--- src/rtl/input_event_scheduler.sv ---
// Frame-synchronous scheduler: snapshots the button collector on each frame tick,
// clears it, and delivers the captured events (presses first, then releases) over valid/ready.
module input_event_scheduler #(
   parameter int OVR_W = 8
) (
   input  logic             clk,
   input  logic             reset,
   input  logic [9:0]       control_state,
   input  logic             frame_tick,
   output logic             collector_clear,
   output logic             event_valid,
   input  logic             event_ready,
   output logic [2:0]       event_button,
   output logic             event_pressed,
   output logic             frame_done,
   output logic             busy,
   output logic [OVR_W-1:0] overrun_count
);

   typedef enum logic [1:0] {
      ST_IDLE,
      ST_CAPTURE,
      ST_PRESS,
      ST_RELEASE
   } state_e;

   state_e           state_q, state_d;
   logic [4:0]       pend_p_q, pend_p_d;
   logic [4:0]       pend_r_q, pend_r_d;
   logic             clear_q, clear_d;
   logic             valid_q, valid_d;
   logic [2:0]       button_q, button_d;
   logic             pressed_q, pressed_d;
   logic             done_q, done_d;
   logic             busy_q, busy_d;
   logic [OVR_W-1:0] overrun_q, overrun_d;
   logic             accept;

   function automatic logic [2:0] lsb_idx(input logic [4:0] v);
      lsb_idx = 3'd0;
      for (int i = 4; i >= 0; i--) begin
         if (v[i]) lsb_idx = 3'(i);
      end
   endfunction

   assign accept = valid_q && event_ready;

   always_comb begin
      // NOTE: every signal gets a default first, so no branch can leave a latch behind.
      state_d   = state_q;
      pend_p_d  = pend_p_q;
      pend_r_d  = pend_r_q;
      clear_d   = 1'b0;
      valid_d   = valid_q;
      button_d  = button_q;
      pressed_d = pressed_q;
      done_d    = 1'b0;
      overrun_d = overrun_q;

      if (frame_tick && state_q != ST_IDLE && overrun_q != {OVR_W{1'b1}}) begin
         overrun_d = overrun_q + OVR_W'(1);
      end

      unique case (state_q)
         ST_IDLE: begin
            if (frame_tick) begin
               state_d = ST_CAPTURE;
               clear_d = 1'b1;
            end
         end
         ST_CAPTURE: begin
            pend_p_d = control_state[9:5];
            pend_r_d = control_state[4:0];
            // An empty press half goes straight to releases; the first event is presented at once.
            if (control_state[9:5] != 5'd0) begin
               state_d   = ST_PRESS;
               valid_d   = 1'b1;
               button_d  = lsb_idx(control_state[9:5]);
               pressed_d = 1'b1;
            end else if (control_state[4:0] != 5'd0) begin
               state_d   = ST_RELEASE;
               valid_d   = 1'b1;
               button_d  = lsb_idx(control_state[4:0]);
               pressed_d = 1'b0;
            end else begin
               state_d = ST_IDLE;
               done_d  = 1'b1;
            end
         end
         ST_PRESS: begin
            if (accept) begin
               pend_p_d = pend_p_q & ~(5'd1 << button_q);
               valid_d  = 1'b0;
               if (pend_p_d == 5'd0) begin
                  if (pend_r_q != 5'd0) begin
                     state_d = ST_RELEASE;
                  end else begin
                     state_d = ST_IDLE;
                     done_d  = 1'b1;
                  end
               end
            end else if (!valid_q) begin
               valid_d   = 1'b1;
               button_d  = lsb_idx(pend_p_q);
               pressed_d = 1'b1;
            end
         end
         ST_RELEASE: begin
            if (accept) begin
               pend_r_d = pend_r_q & ~(5'd1 << button_q);
               valid_d  = 1'b0;
               if (pend_r_d == 5'd0) begin
                  state_d = ST_IDLE;
                  done_d  = 1'b1;
               end
            end else if (!valid_q) begin
               valid_d   = 1'b1;
               button_d  = lsb_idx(pend_r_q);
               pressed_d = 1'b0;
            end
         end
         default: state_d = ST_IDLE;
      endcase

      busy_d = (state_d != ST_IDLE);
   end

   // NOTE: sequential state uses non-blocking assignments only, so every register samples pre-edge values.
   always_ff @(posedge clk or negedge reset) begin
      if (!reset) begin
         state_q   <= ST_IDLE;
         pend_p_q  <= '0;
         pend_r_q  <= '0;
         clear_q   <= 1'b0;
         valid_q   <= 1'b0;
         button_q  <= '0;
         pressed_q <= 1'b0;
         done_q    <= 1'b0;
         busy_q    <= 1'b0;
         overrun_q <= '0;
      end else begin
         state_q   <= state_d;
         pend_p_q  <= pend_p_d;
         pend_r_q  <= pend_r_d;
         clear_q   <= clear_d;
         valid_q   <= valid_d;
         button_q  <= button_d;
         pressed_q <= pressed_d;
         done_q    <= done_d;
         busy_q    <= busy_d;
         overrun_q <= overrun_d;
      end
   end

   assign collector_clear = clear_q;
   assign event_valid     = valid_q;
   assign event_button    = button_q;
   assign event_pressed   = pressed_q;
   assign frame_done      = done_q;
   assign busy            = busy_q;
   assign overrun_count   = overrun_q;

endmodule
--- config.mk ---
export PLATFORM = sky130hd
export DESIGN_NAME = input_event_scheduler
export DESIGN_NICKNAME = d
export VERILOG_FILES = /design/src/rtl/input_event_scheduler.sv
export SDC_FILE = /design/constraint.sdc
export NUM_CORES = 1
export LEC_CHECK = 0
export ABC_AREA = 1
export CORE_MARGIN = 2
export CORE_UTILIZATION = 40
export CTS_CLUSTER_SIZE = 10
export DETAILED_ROUTE_END_ITERATION = 16
export SLEW_MARGIN = 0
export SYNTH_ARGS = -nofsm -noshare
export SYNTH_HDL_FRONTEND = slang
export SYNTH_SLANG_ARGS = --single-unit
--- constraint.sdc ---
create_clock -name clk -period 3 [get_ports clk]
set_clock_uncertainty 0.2 [all_clocks]
set_input_delay 0.6 -clock clk [delete_from_list [all_inputs] [get_ports clk]]
set_output_delay 0.6 -clock clk [all_outputs]
set_load 0.03 [all_outputs]
==> impl_metrics.env <==
# implementation run metrics
export IMPL_critical_path_startpoint="event_valid"
export IMPL_portBuffers=29
export IMPL_period_used_pct=74.61
export IMPL_synth_cell_types=31
export IMPL_irDropWorstVdd_mv=0.5047
export IMPL_ys_seq_share_pct=41.60
export IMPL_n_antenna_cell=0
export IMPL_fin_nets=270
export IMPL_log_warning_count=26
export IMPL_max_slew_margin_pct=70.14
export IMPL_fillcell_total=423
export IMPL_reg2regPathDepth=8
export IMPL_firstDrtPassIters=4
export IMPL_grt_pass1_wl_um=6306
export IMPL_grt_antenna_before_repair=0
export IMPL_core_area_um2=4029
export IMPL_cts_hold_repair_buffers=0
export IMPL_critical_path_buf_inv_count=1
export IMPL_critical_path_arrival_ps=1440
export IMPL_setup_total_negative_slack_ps=0
export IMPL_min_path_type="flip-flop to flip-flop"
export IMPL_overall_track_demand_over_capacity_in_global_routing_pct=17.57
export IMPL_ioPinCount=30
export IMPL_run_status="finished clean"
export IMPL_synthSimpleGateAreaFrac_pct=30.31
export IMPL_grt_setup_unrepaired="no"
export IMPL_m1WireLength_um=1991
export IMPL_drc=0
export IMPL_clk_insertion_delay_late_ps=280
export IMPL_whs_path_depth=1
export IMPL_met3WireLength_um=185
export IMPL_dr_total_vias=1511
export IMPL_ctsHtreeMaxLevel=1
export IMPL_cts_buffer_depth=2
export IMPL_seq_power_share_pct=33.6
export IMPL_yosys_chip_area_um2=1684
export IMPL_synthDominantCellAreaShare_pct=41.60
export IMPL_setup_violations=0
export IMPL_total_length_of_routed_wires_um=3842
export IMPL_endpoint="event_valid"
export IMPL_worstHoldEndpoint="overrun_count[7]"
export IMPL_synthTopLogicFamily="simple AND/OR/NAND/NOR gates"
export IMPL_synth_cellmix_adderShare_pct=0.7429
export IMPL_grt_pass1_vias=1351
export IMPL_critPathSlowestCell="clkdlybuf4s50_1"
export IMPL_power_density_nw_per_um2=1054
export IMPL_p_leak_nw=0.9513
export IMPL_xor_share_pct=3.640
export IMPL_die_width_um=68.89
export IMPL_yosys_warnings=0
power groups by stage:
| stage | registers (mW) | logic [mW] | clock network, mW |
|---|---|---|---|
| 2_1_floorplan | 0.846 | 0.758 | 0 |
| 3_3_place_gp | 0.751 | 1.22 | 0 |
| 3_5_place_dp | 0.746 | 1.22 | 0 |
| 4_1_cts | 0.739 | 1.23 | 0.241 |
| 5_1_grt | 0.766 | 1.37 | 0.259 |
| 6_report | 0.739 | 1.22 | 0.241 |
metal layers:
metal  vias to the layer above  global-route usage (%)
li1                        785                       -
met1                       689                   27.34
met2                        33                   25.84
met3                         4                   2.273
met4                         0                   3.676
met5                         -                       0
cells in the final DEF (no fill, tap or decap), types with 3 or more instances in the layout:
cell	n
nor2_1	26
a21oi_1	12
inv_1	26
nand2_2	4
clkdlybuf4s50_1	29
dfrtp_1	28
nor2_4	4
a31oi_1	5
o21ai_0	11
nand3_1	16
xnor2_1	5
nand2_1	51
o211ai_1	3
o21ai_1	4
clkbuf_8	4
inv_2	3
nor2_2	4
registers in the layout, summed over array words and instances (netlist names):
name             flops
overrun_count        8
pend_p_q             5
pend_r_q             5
event_button         3
state_q              2
busy                 1
collector_clear      1
event_pressed        1
event_valid          1
frame_done           1
area by class of cell:
class / instances / area, um^2 / area share, %
multi-input cells: 160 / 843.3 / 40.38
inverters: 32 / 128.9 / 6.171
flip-flops and latches: 28 / 700.7 / 33.55
well taps: 50 / 62.56 / 2.996
repair buffers: 30 / 297.8 / 14.26
clock buffers: 4 / 55.05 / 2.636
per-stage QoR:
stage | std cells | hold WS [ps]
2_1_floorplan | 221 | 104.4
3_3_place_gp | 300 | 304.1
3_5_place_dp | 300 | 304.4
4_1_cts | 304 | 322.7
5_1_grt | 304 | 335.6
6_report | 304 | 312.3
Figure 1. Metal 1.
Supply wires on this layer in gray.
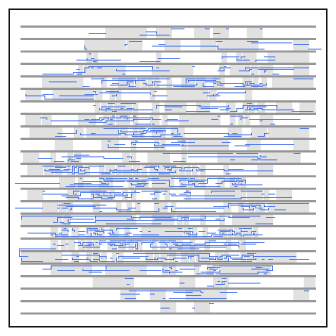
longest straight run	34.0 um
share of all routed wire	52%
main direction	horizontal
wire length on this layer	1990 um
nets with wire on the layer	237

Figure 2. Routed clock nets over the placement.
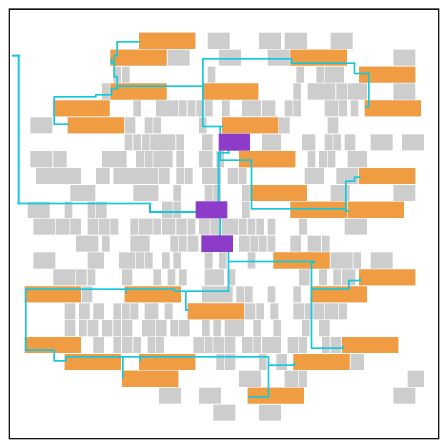
[purple] clock drivers | count: 3
[cyan] clock wires | length: 375 um
[orange] flip-flops | count: 28
routed clock nets	4

Figure 3. Cells colored by class.
The bar under the picture is 20 um long.
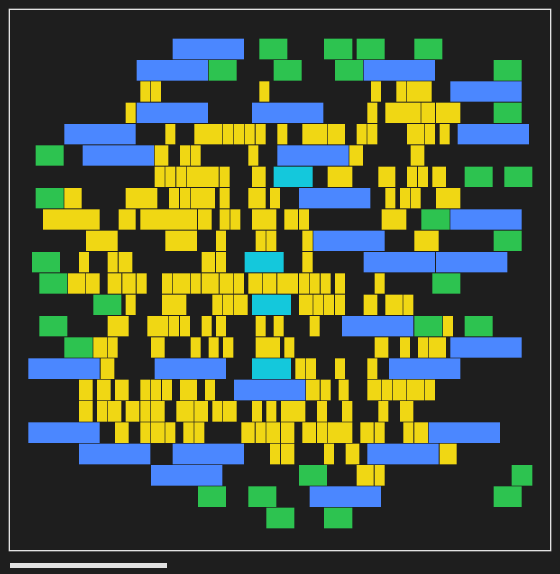
color	class	cells	share of their area
blue	sequential cells	28	35%
green	remaining buffers and delay cells	30	15%
cyan	clock drivers and dummy loads	4	2.7%
yellow	combinational and other logic	192	48%

Figure 4. Clock wiring as the flow saved it.
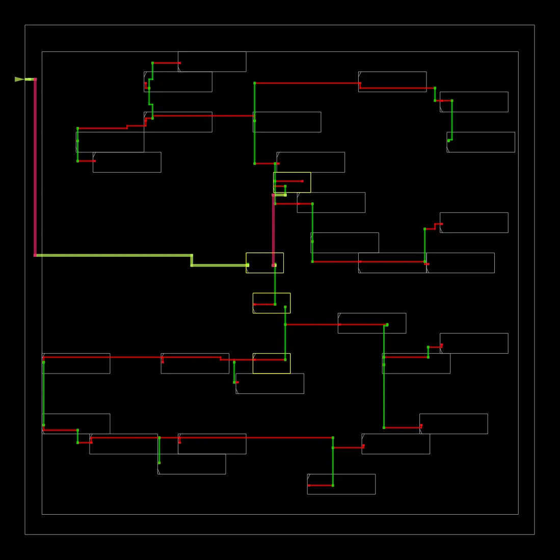
clk sinks: 28
number of buffers created by CTS: 3
Clock Power: 0.241 mW
# clk buffers: 4

Figure 5. Sizing map.
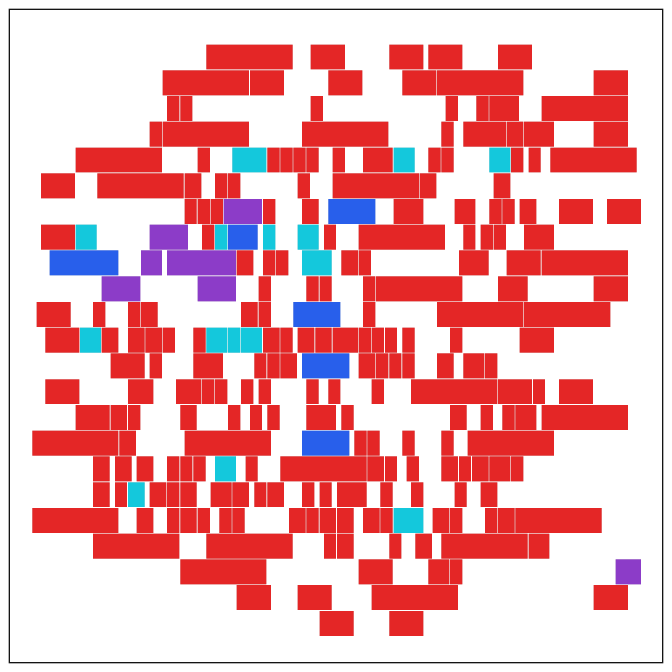
color	size	cells	share
red	_0 and _1 cells	226	89%
blue	_6 and larger	6	2.4%
cyan	_2 cells	15	5.9%
purple	_3 and _4 cells	7	2.8%
buffers outside the clock class: 30
area of all placed cells without fillers: 2088 um^2
layout overhead on the synthesized area: 24.00%
setup slack of the critical path after layout: 761.8 ps

Power figures rest on the tool's default switching activity, not on a simulated workload.
